===== src/rtl/stream_mux_arb_pkg.sv =====
// Shared constants and helpers for the stream_mux_arb channel merger.
package mux_pkg;

  localparam logic MODE_FIXED = 1'b0;
  localparam logic MODE_RR    = 1'b1;

  // Index after idx in a ring of n entries.
  function automatic int unsigned wrap_inc(input int unsigned idx, input int unsigned n);
    if (idx + 32'd1 >= n) begin
      return 32'd0;
    end else begin
      return idx + 32'd1;
    end
  endfunction

  // Even parity (XOR of all bits); callers zero-extend narrower data.
  function automatic logic even_parity(input logic [63:0] v);
    return ^v;
  endfunction

endpackage


===== src/rtl/stream_mux_arb_rr_arbiter.sv =====
// Combinational round-robin arbiter: the first request after 'last', wrapping
// around the ring. The pointer register lives in the caller.
module rr_arbiter
  import mux_pkg::*;
#(
  parameter int N_CH  = 16,
  parameter int SEL_W = $clog2(N_CH)
) (
  input  logic [N_CH-1:0]  req,
  input  logic [SEL_W-1:0] last,
  output logic [SEL_W-1:0] grant,
  output logic             any
);

  logic [SEL_W-1:0] start;

  assign start = SEL_W'(wrap_inc(32'(last), N_CH));

  // Two passes: first the channels at or above the start point, then the ones below it.
  always_comb begin
    grant = '0;
    any   = 1'b0;
    for (int i = 0; i < N_CH; i++) begin
      if (!any && req[i] && (SEL_W'(i) >= start)) begin
        grant = SEL_W'(i);
        any   = 1'b1;
      end else begin
        any   = any;
      end
    end
    for (int i = 0; i < N_CH; i++) begin
      if (!any && req[i] && (SEL_W'(i) < start)) begin
        grant = SEL_W'(i);
        any   = 1'b1;
      end else begin
        any   = any;
      end
    end
  end

endmodule


===== src/rtl/stream_mux_arb.sv =====
// N_CH-to-1 valid/ready stream merger with fixed or round-robin selection and a
// one-deep registered output. Define STREAM_MUX_PARITY_EN to add the OutParity port.
module stream_mux_arb
  import mux_pkg::*;
#(
  parameter int WIDTH = 8,
  parameter int N_CH  = 16,
  parameter int SEL_W = $clog2(N_CH)
) (
  input  logic                  Clk,
  input  logic                  Reset,
  input  logic [N_CH*WIDTH-1:0] InData,
  input  logic [N_CH-1:0]       InValid,
  output logic [N_CH-1:0]       InReady,
  input  logic                  Mode,
  input  logic [SEL_W-1:0]      Sel,
  output logic [WIDTH-1:0]      OutData,
  output logic                  OutValid,
  input  logic                  OutReady,
  output logic [SEL_W-1:0]      OutChan,
  output logic                  SelErr
`ifdef STREAM_MUX_PARITY_EN
  ,
  output logic                  OutParity
`endif
);

  logic [WIDTH-1:0] out_data_r;
  logic [SEL_W-1:0] out_chan_r;
  logic             out_valid_r;
  logic             sel_err_r;
  logic [SEL_W-1:0] last_r;

  logic             load_s;
  logic             sel_hit_s;
  logic             fix_valid_s;
  logic [SEL_W-1:0] rr_grant_s;
  logic             rr_any_s;
  logic [SEL_W-1:0] grant_s;
  logic             granted_s;
  logic             xfer_s;
  logic             sel_err_s;
  logic [WIDTH-1:0] grant_data_s;

  rr_arbiter #(
    .N_CH  (N_CH),
    .SEL_W (SEL_W)
  ) u_rr (
    .req   (InValid),
    .last  (last_r),
    .grant (rr_grant_s),
    .any   (rr_any_s)
  );

  assign load_s = !out_valid_r || OutReady;

  // Decode Sel by matching, so an out-of-range Sel never indexes past InValid.
  always_comb begin
    sel_hit_s   = 1'b0;
    fix_valid_s = 1'b0;
    for (int i = 0; i < N_CH; i++) begin
      if (Sel == SEL_W'(i)) begin
        sel_hit_s   = 1'b1;
        fix_valid_s = InValid[i];
      end else begin
        sel_hit_s   = sel_hit_s;
      end
    end
  end

  // Grant selection for the current mode.
  always_comb begin
    if (Mode == MODE_RR) begin
      grant_s   = rr_grant_s;
      granted_s = rr_any_s;
    end else begin
      grant_s   = Sel;
      granted_s = sel_hit_s && fix_valid_s;
    end
  end

  assign xfer_s    = !Reset && load_s && granted_s;
  assign sel_err_s = (Mode == MODE_FIXED) && !sel_hit_s && (|InValid);

  // Ready decode and data mux for the granted channel.
  always_comb begin
    InReady      = '0;
    grant_data_s = '0;
    for (int i = 0; i < N_CH; i++) begin
      if (grant_s == SEL_W'(i)) begin
        InReady[i]   = xfer_s;
        grant_data_s = InData[i*WIDTH +: WIDTH];
      end else begin
        InReady[i]   = 1'b0;
      end
    end
  end

  // Output register, round-robin pointer and Sel error flag.
  always_ff @(posedge Clk) begin
    if (Reset) begin
      out_data_r  <= '0;
      out_chan_r  <= '0;
      out_valid_r <= 1'b0;
      sel_err_r   <= 1'b0;
      last_r      <= SEL_W'(N_CH - 1);
    end else begin
      sel_err_r <= sel_err_s;
      if (xfer_s) begin
        out_data_r  <= grant_data_s;
        out_chan_r  <= grant_s;
        out_valid_r <= 1'b1;
        if (Mode == MODE_RR) begin
          last_r <= grant_s;
        end else begin
          last_r <= last_r;
        end
      end else if (load_s) begin
        out_valid_r <= 1'b0;
      end else begin
        out_valid_r <= out_valid_r;
      end
    end
  end

`ifdef STREAM_MUX_PARITY_EN
  logic parity_r;

  // Parity travels with the data beat.
  always_ff @(posedge Clk) begin
    if (Reset) begin
      parity_r <= 1'b0;
    end else if (xfer_s) begin
      parity_r <= even_parity(64'(grant_data_s));
    end else begin
      parity_r <= parity_r;
    end
  end

  assign OutParity = parity_r;
`endif

  assign OutData  = out_data_r;
  assign OutChan  = out_chan_r;
  assign OutValid = out_valid_r;
  assign SelErr   = sel_err_r;

endmodule


===== config.mk =====
export PLATFORM = sky130hd
export DESIGN_NAME = stream_mux_arb
export DESIGN_NICKNAME = d
export VERILOG_FILES = /design/src/rtl/stream_mux_arb_pkg.sv /design/src/rtl/stream_mux_arb_rr_arbiter.sv /design/src/rtl/stream_mux_arb.sv
export SDC_FILE = /design/constraint.sdc
export NUM_CORES = 1
export LEC_CHECK = 0
export ABC_AREA = 1
export CAP_MARGIN = 20
export CORE_MARGIN = 2
export CORE_UTILIZATION = 35
export CTS_CLUSTER_DIAMETER = 40
export DETAILED_ROUTE_END_ITERATION = 16
export PLACE_DENSITY = 0.87
export SLEW_MARGIN = 20
export SYNTH_ARGS = -nofsm -noshare
export SYNTH_HDL_FRONTEND = slang
export SYNTH_SLANG_ARGS = --single-unit

===== constraint.sdc =====
create_clock -name Clk -period 4.1 [get_ports Clk]
set_clock_uncertainty 0.15 [all_clocks]
set_input_delay 0.41 -clock Clk [delete_from_list [all_inputs] [get_ports Clk]]
set_output_delay 0.41 -clock Clk [all_outputs]
set_load 0.005 [all_outputs]

Figure 1. Where the registers sit (run 1).
The bar under the picture is 20 um long. Other sequential cells in the stronger gray, the rest of the logic in the fainter gray.
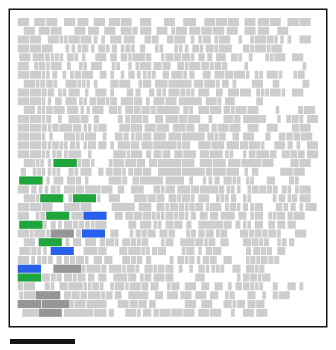
| color | netlist name | placed flops |
|---|---|---|
| green | OutData | 8 |
| blue | OutChan | 4 |
Flop area: 369 um2
sequential group power: 0.215 mW
share of cell area taken by flip-flops and latches: 5.81%
final cell utilization of the core: 74.0%

Figure 2. Clock routing (run 1).
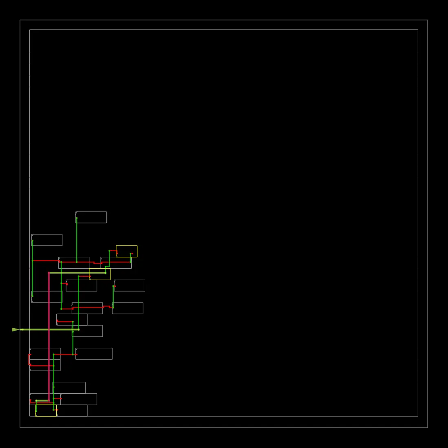
clock latency of the later-clocked register in the worst-skew pair: 0.26 ns
Inserted Clock Buffers: 3

==> metrics.yaml, run 1 <==
run_status:
  status: "complete, but fails checks"
  failed_checks: "setup timing"
synth:
  ys_seq_share_pct: 11.8
  compound_area_share_pct: 14.2
  post_synthesis_net_count: 712
  mappedNetlistArea_um2: 3060
  postSynth.asyncResetShare_pct: 0
  ys_sh_adder_pct: 1.63
  netlist_top_cells_area: "nand2_1, dfxtp_1, nand4_1"
  yosysTopAreaCell: "nand2_1"
  yosysChipArea_um2: 3060
clock_tree:
  cts.path.max_buffers: 2
  cts-resized-gates: 126
  cts_hold_repair.buffers: 0
  postCtsSetupRepairBufs: 27
  cts_tree: "yes"
  clock_sink_count: 18
floorplan:
  die_w_um: 97.5
  coreArea_um2: 8590
grt:
  grt_use_met1_pct: 39.6
  grt_max_degree: 21
cells_and_area:
  top_area_cell_class: "buffers"
  layout.cells.most_common_list: "clkdlybuf4s50_1, nand2_1, buf_4, nor2_1, inv_1"
  numnets_final: 1024
  clock_tree_buffer_count_of_the_final_layout: 3
  signal_buffer_area_fraction_pct: 45.5
sta:
  final.min_clock_period_ns: 4.99
  tns_ns: -19.04
  grt_setup_unrepaired: "true"
  setup_violations: 33
  fmax_mhz: 200
  postLayoutSetupSlackWorst_ns: -0.891
setup_path:
  cpMaxStageDelayCell: "dfxtp_4"
  critPathMaxFanout: 5
  cp_slowest_stage_delay_ns: 0.37
pwr:
  total_switching_power_mw: 0.628
  power_combinational_mw: 1.10
  dominant_power_group: "combinational logic"
  comb_power_share_pct: 76.5
  power.clock.total_mw: 0.122
  leakage_nw: 2.86
  clock_share_of_power_pct: 8.5
  switching_share_pct: 43.7
drt:
  detail_routed_net_length_per_standard_cell_um: 16.4
  wirelength_mm: 16.0
  drt-vias-per-instance: 5.23
worst_hold_path:
  worstHoldPathType: "reg2reg"
  hold_path_startpoint: "OutData[7]"
  hold_path_stages: 2
place:
  dpl_cell_area_um2: 5710
  finalWeightedCongestion: 1.03
Figure 3. Cell classes on the final placement (run 1).
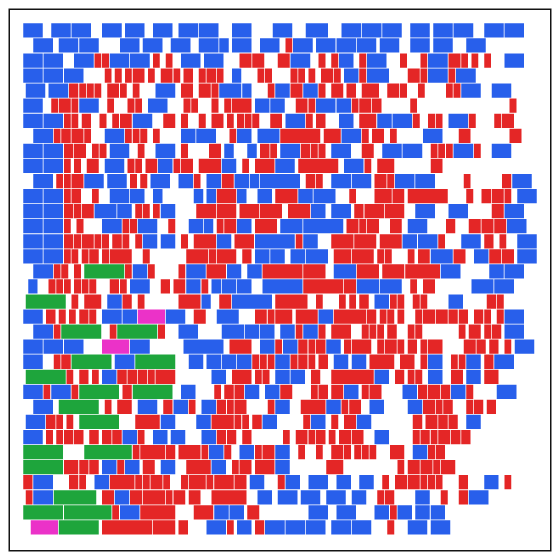
| color | class | cells | share of their area |
|---|---|---|---|
| red | combinational and other logic | 528 | 47% |
| magenta | clock drivers | 3 | 0.66% |
| blue | other buffers and delay cells | 317 | 46% |
| green | flops | 18 | 5.9% |

Figure 4. Clock wires, drivers and flops (run 1).
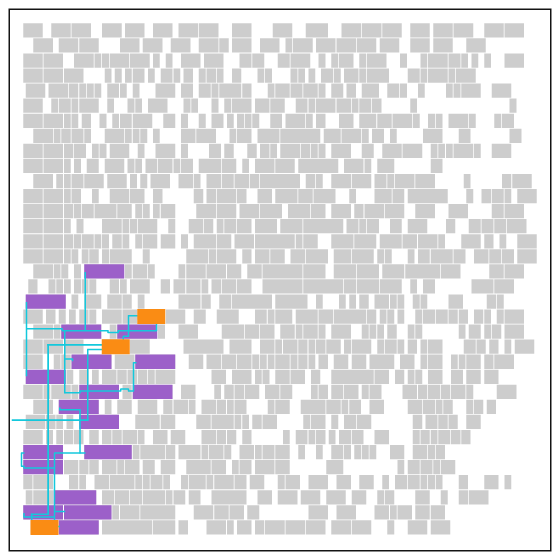
[cyan] clock wires | length: 219 um
[orange] clock drivers | count: 3
[purple] flip-flops | count: 18
routed clock nets: 4

[run 1: flip-flops by register name, summed over array words and instances, names as in the netlist]
signal and cells:
OutValid 1, SelErr 1, last_r 4, OutData 8
OutChan 4
[run 1: how the worst max path moves through the flow]
stage	startpoint	endpoint	slack, ns	depth (start not counted)
6_report	last_r[0]	OutData[2]	-0.89	34
5_1_grt	last_r[0]	OutData[7]	-1.25	36
4_1_cts	last_r[0]	OutData[2]	-0.78	35
3_5_place_dp	last_r[0]	InReady[3]	-0.80	29
3_3_place_gp	last_r[0]	OutData[6]	-0.62	35
2_1_floorplan	last_r[1]	OutData[2]	0.04	33
Figure 5. Drive-strength map (run 1).
The bar under the picture is 20 um long.
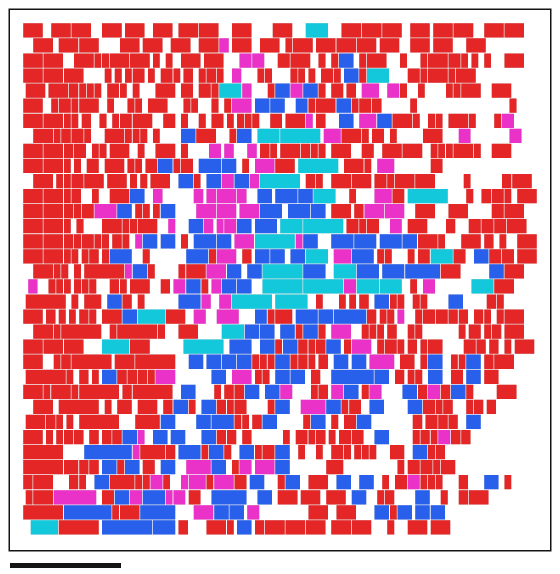

==> run 2: changes to the inputs <==
Settings changed: CORE_UTILIZATION 35 to 39, PLACE_DENSITY 0.87 to 0.91.
Clock period 4.1 ns to 4.76 ns, I/O delays scaled along.
Figure 6. Drive-strength map (run 2).
The bar under the picture is 20 um long.
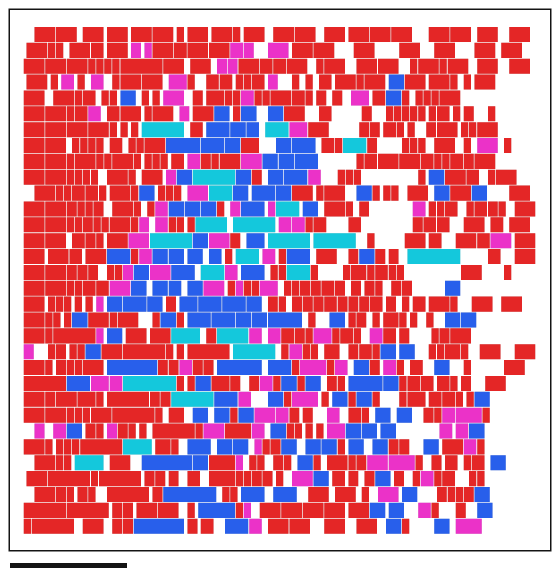
| color | size | cells | share | most used |
|---|---|---|---|---|
| blue | _3 and _4 cells | 127 | 15% | buf_4 |
| red | _0 and _1 cells | 601 | 72% | clkdlybuf4s50_1 |
| cyan | _6 and larger | 22 | 2.6% | buf_6 |
| magenta | _2 cells | 85 | 10% | nor2_2 |

==> metrics.yaml, run 2 <==
run_status:
  status: "complete, but fails checks"  # unchanged
  failed_checks: "setup timing"  # unchanged
setup_path:
  cpMaxStageDelayCell: "dfxtp_4"  # unchanged
  cp_slowest_stage_delay_ns: 0.37  # about the same
  critPathMaxFanout: 8  # was 5
cells_and_area:
  layout.cells.most_common_list: "clkdlybuf4s50_1, nand2_1, buf_4, nor2_1, inv_1"  # unchanged
  numnets_final: 993  # was 1024
  ff_latch_area_um2: 372  # was 369 um2
floorplan:
  die_w_um: 92.6  # was 97.5 um
pwr:
  clock_share_of_power_pct: 9.0  # was 8.5%
  comb_power_share_pct: 76.0  # was 76.5%
  dominant_power_group: "combinational logic"  # unchanged
  total_switching_power_mw: 0.572  # was 0.628 mW
  power_combinational_mw: 0.951  # was 1.10 mW
  pg_seq_mw: 0.187  # was 0.215 mW
  leakage_nw: 2.73  # was 2.86 nW
place:
  dpl_cell_area_um2: 5420  # was 5710 um2
  finalWeightedCongestion: 1.04  # was 1.03
grt:
  grt_max_degree: 43  # was 21
  grt_use_met1_pct: 41.4  # was 39.6%
sta:
  setup_violations: 22  # was 33
  final.min_clock_period_ns: 5.08  # was 4.99 ns
  fmax_mhz: 197  # was 200 MHz
  tns_ns: -3.84  # was -19.04 ns
  postLayoutSetupSlackWorst_ns: -0.318  # was -0.891 ns
  grt_setup_unrepaired: "true"  # unchanged
synth:
  yosysChipArea_um2: 3060  # unchanged
  mappedNetlistArea_um2: 3060  # unchanged
  netlist_top_cells_area: "nand2_1, dfxtp_1, nand4_1"  # unchanged
  yosysTopAreaCell: "nand2_1"  # unchanged
  compound_area_share_pct: 14.2  # unchanged
  postSynth.asyncResetShare_pct: 0  # unchanged
  post_synthesis_net_count: 712  # unchanged
drt:
  drt-vias-per-instance: 5.62  # was 5.23
  wirelength_mm: 16.9  # was 16.0 mm
  detail_routed_net_length_per_standard_cell_um: 18.1  # was 16.4 um
clock_tree:
  cts_hold_repair.buffers: 0  # unchanged
  postCtsSetupRepairBufs: 15  # was 27
  cts_tree: "yes"  # unchanged
worst_hold_path:
  worstHoldPathType: "reg2reg"  # unchanged
Figure 7. Clock routing (run 2).
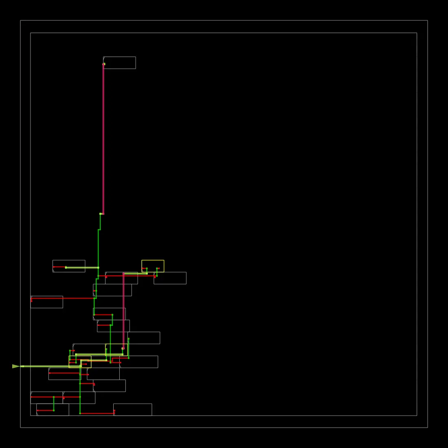
CTS sink count: 18
clock latency of the later-clocked register in the worst-skew pair: 0.27 ns
Clk. pwr: 0.113 mW
sequential cells: 18
clock tree buffer count of the final layout: 3

==> run 2: cell counts after synthesis <==
Identical to the previous run, type by type.
==> run 2: worst max path at each step <==
| stage | from | end | slack (ns) | depth (start not counted) |
|---|---|---|---|---|
| after detailed placement | InValid[2] | OutData[2] | -0.08 | 33 |
| final | last_r[0] | OutData[4] | -0.32 | 38 |
| after CTS | last_r[1] | OutData[3] | -0.09 | 37 |
| after floorplan | last_r[1] | InReady[14] | 0.66 | 29 |
| after global placement | InValid[2] | InReady[4] | -0.04 | 22 |
| after global routing | last_r[1] | OutData[4] | -0.57 | 37 |
==> run 2: area by class of cell <==
type                    count  area share [%]
inverters                  76            4.94
multi-input cells         451            42.5
well taps                 102            2.08
clock buffers               3           0.674
repair buffers            287            43.7
flip-flops and latches     18            6.06
Figure 8. Where the registers sit (run 2).
The bar under the picture is 20 um long. Other sequential cells in the stronger gray, the rest of the logic in the fainter gray.
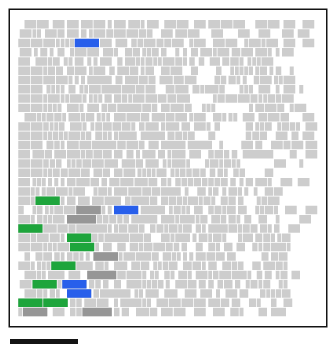

==> run 3: changes to the inputs <==
Settings changed: CORE_ASPECT_RATIO set to 0.7.
Figure 9. Where the registers sit (run 3).
The bar under the picture is 20 um long. Other sequential cells in the stronger gray, the rest of the logic in the fainter gray.
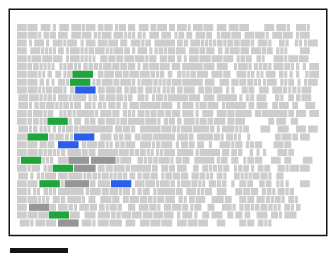
| color | netlist name | placed flops |
|---|---|---|
| green | OutData | 8 |
| blue | OutChan | 4 |
not colored: 6

Figure 10. Drive-strength map (run 3).
The bar under the picture is 20 um long.
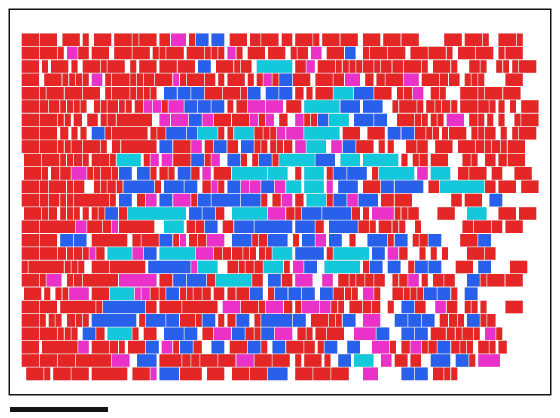
layout-stage area growth over the synthesis result: 109%
non-clock buffer total of the final layout: 306
post-route cell area: 6400 um2

==> metrics.yaml, run 3 <==
run_status:
  status: "complete, but fails checks"  # unchanged
  failed_checks: "setup timing"  # unchanged
sta:
  final.min_clock_period_ns: 5.39  # was 5.08 ns
  setup_violations: 26  # was 22
  postLayoutSetupSlackWorst_ns: -0.629  # was -0.318 ns
  tns_ns: -10.16  # was -3.84 ns
place:
  finalWeightedCongestion: 0.996  # was 1.04
  dpl_cell_area_um2: 5560  # was 5420 um2
synth:
  ys_sh_adder_pct: 1.63  # unchanged
  post_synthesis_net_count: 712  # unchanged
  netlist_top_cells_area: "nand2_1, dfxtp_1, nand4_1"  # unchanged
  post_synth_xor_area_fraction_pct: 0  # unchanged
  mappedNetlistArea_um2: 3060  # unchanged
  postSynth.asyncResetShare_pct: 0  # unchanged
  ys_seq_share_pct: 11.8  # unchanged
  yosysTopAreaCell: "nand2_1"  # unchanged
  synth.comb.largest_family: "simple AND/OR/NAND/NOR gates"  # unchanged
  yosysChipArea_um2: 3060  # unchanged
  compound_area_share_pct: 14.2  # unchanged
pwr:
  power_combinational_mw: 1.07  # was 0.951 mW
  pg_seq_mw: 0.192  # was 0.187 mW
  dominant_power_group: "combinational logic"  # unchanged
  power.clock.total_mw: 0.133  # was 0.113 mW
  total_switching_power_mw: 0.652  # was 0.572 mW
  comb_power_share_pct: 76.7  # was 76.0%
  leakage_nw: 2.89  # was 2.73 nW
  internal_dissipation_mw: 0.743  # was 0.679 mW
  switching_share_pct: 46.7  # was 45.7%
worst_hold_path:
  hold_path_startpoint: "OutData[6]"  # was OutData[5]
  hold_path_stages: 2  # unchanged
  worstHoldPathType: "reg2reg"  # unchanged
setup_path:
  worstPathBufferInverterCount: 6  # unchanged
  cpMaxStageDelayCell: "dfxtp_4"  # unchanged
  cp_slowest_stage_delay_ns: 0.39  # was 0.37 ns
  critPathMaxFanout: 6  # was 8
cells_and_area:
  inverters_excl_clock: 76  # unchanged
  numnets_final: 1013  # was 993
  comb_share_pct: 41.6  # was 42.5%
  clockNetworkAreaShare_pct: 0.861  # was 0.674%
  layout.cells.most_common_list: "clkdlybuf4s50_1, nand2_1, buf_4, nor2_1, inv_1"  # unchanged
  largest_register_ffs: 8  # unchanged
  seqAreaFraction_pct: 5.77  # was 6.06%
  post_layout_nonfiller_instances: 954  # was 937
  multi_input_comb_cells: 452  # was 451
  n_sequential_cell: 18  # unchanged
  signal_buffer_area_fraction_pct: 45.1  # was 43.7%
  top_area_cell_class: "buffers"  # unchanged
  clock_tree_buffer_count_of_the_final_layout: 4  # was 3
  final_core_utilization_pct: 85.9  # was 80.2%
floorplan:
  die_height_um: 78.1  # was 92.6 um
  n_tap_cell: 98  # was 102
  die_w_um: 110  # was 92.6 um
  pin_count: 182  # unchanged
  coreArea_um2: 7450  # was 7650 um2
clock_tree:
  cts.path.max_buffers: 2  # unchanged
  clock_sink_count: 18  # unchanged
  cts_hold_repair.buffers: 0  # unchanged
  worst_skew_pair.late_latency_ns: 0.26  # was 0.27 ns
  cts-buffers-inserted: 3  # unchanged
  cts.reportedPaths.clkPinSlew_ns: 0.08  # about the same
  cts_tree: "yes"  # unchanged
drt:
  wirelength_mm: 20.8  # was 16.9 mm
  drt-vias-per-instance: 6.24  # was 5.62
  detail_routed_net_length_per_standard_cell_um: 21.8  # was 18.1 um
grt:
  grt_max_degree: 17  # was 43
  gr-usage-met3_pct: 9.30  # was 4.88%
  grt_use_met1_pct: 45.8  # was 41.4%
run 3: tightest hold or removal path, cell delays in order, from the launching register on:
cell and delay, ns:
dfxtp_1 0.32, nand2_1 0.06, a21oi_1 0.05
run 3: how the worst max path moves through the flow:
stage | slack (ns) | cells after the start | start | end
2_1_floorplan | 0.66 | 29 | last_r[1] | InReady[14]
3_3_place_gp | -0.13 | 35 | InValid[2] | OutData[4]
3_5_place_dp | -0.37 | 36 | InValid[2] | OutData[3]
4_1_cts | -0.19 | 37 | last_r[1] | OutData[3]
5_1_grt | -0.86 | 36 | last_r[1] | OutData[7]
6_report | -0.63 | 35 | last_r[1] | OutData[2]
run 3: repair_timing:
item,4_1_cts,5_1_grt
cloned,2,1
setup buffers,20,30
pin swaps,18,32
gates resized,101,58
endpoints found under the setup margin,24,27
Power figures rest on the tool's default switching activity, not on a simulated workload.
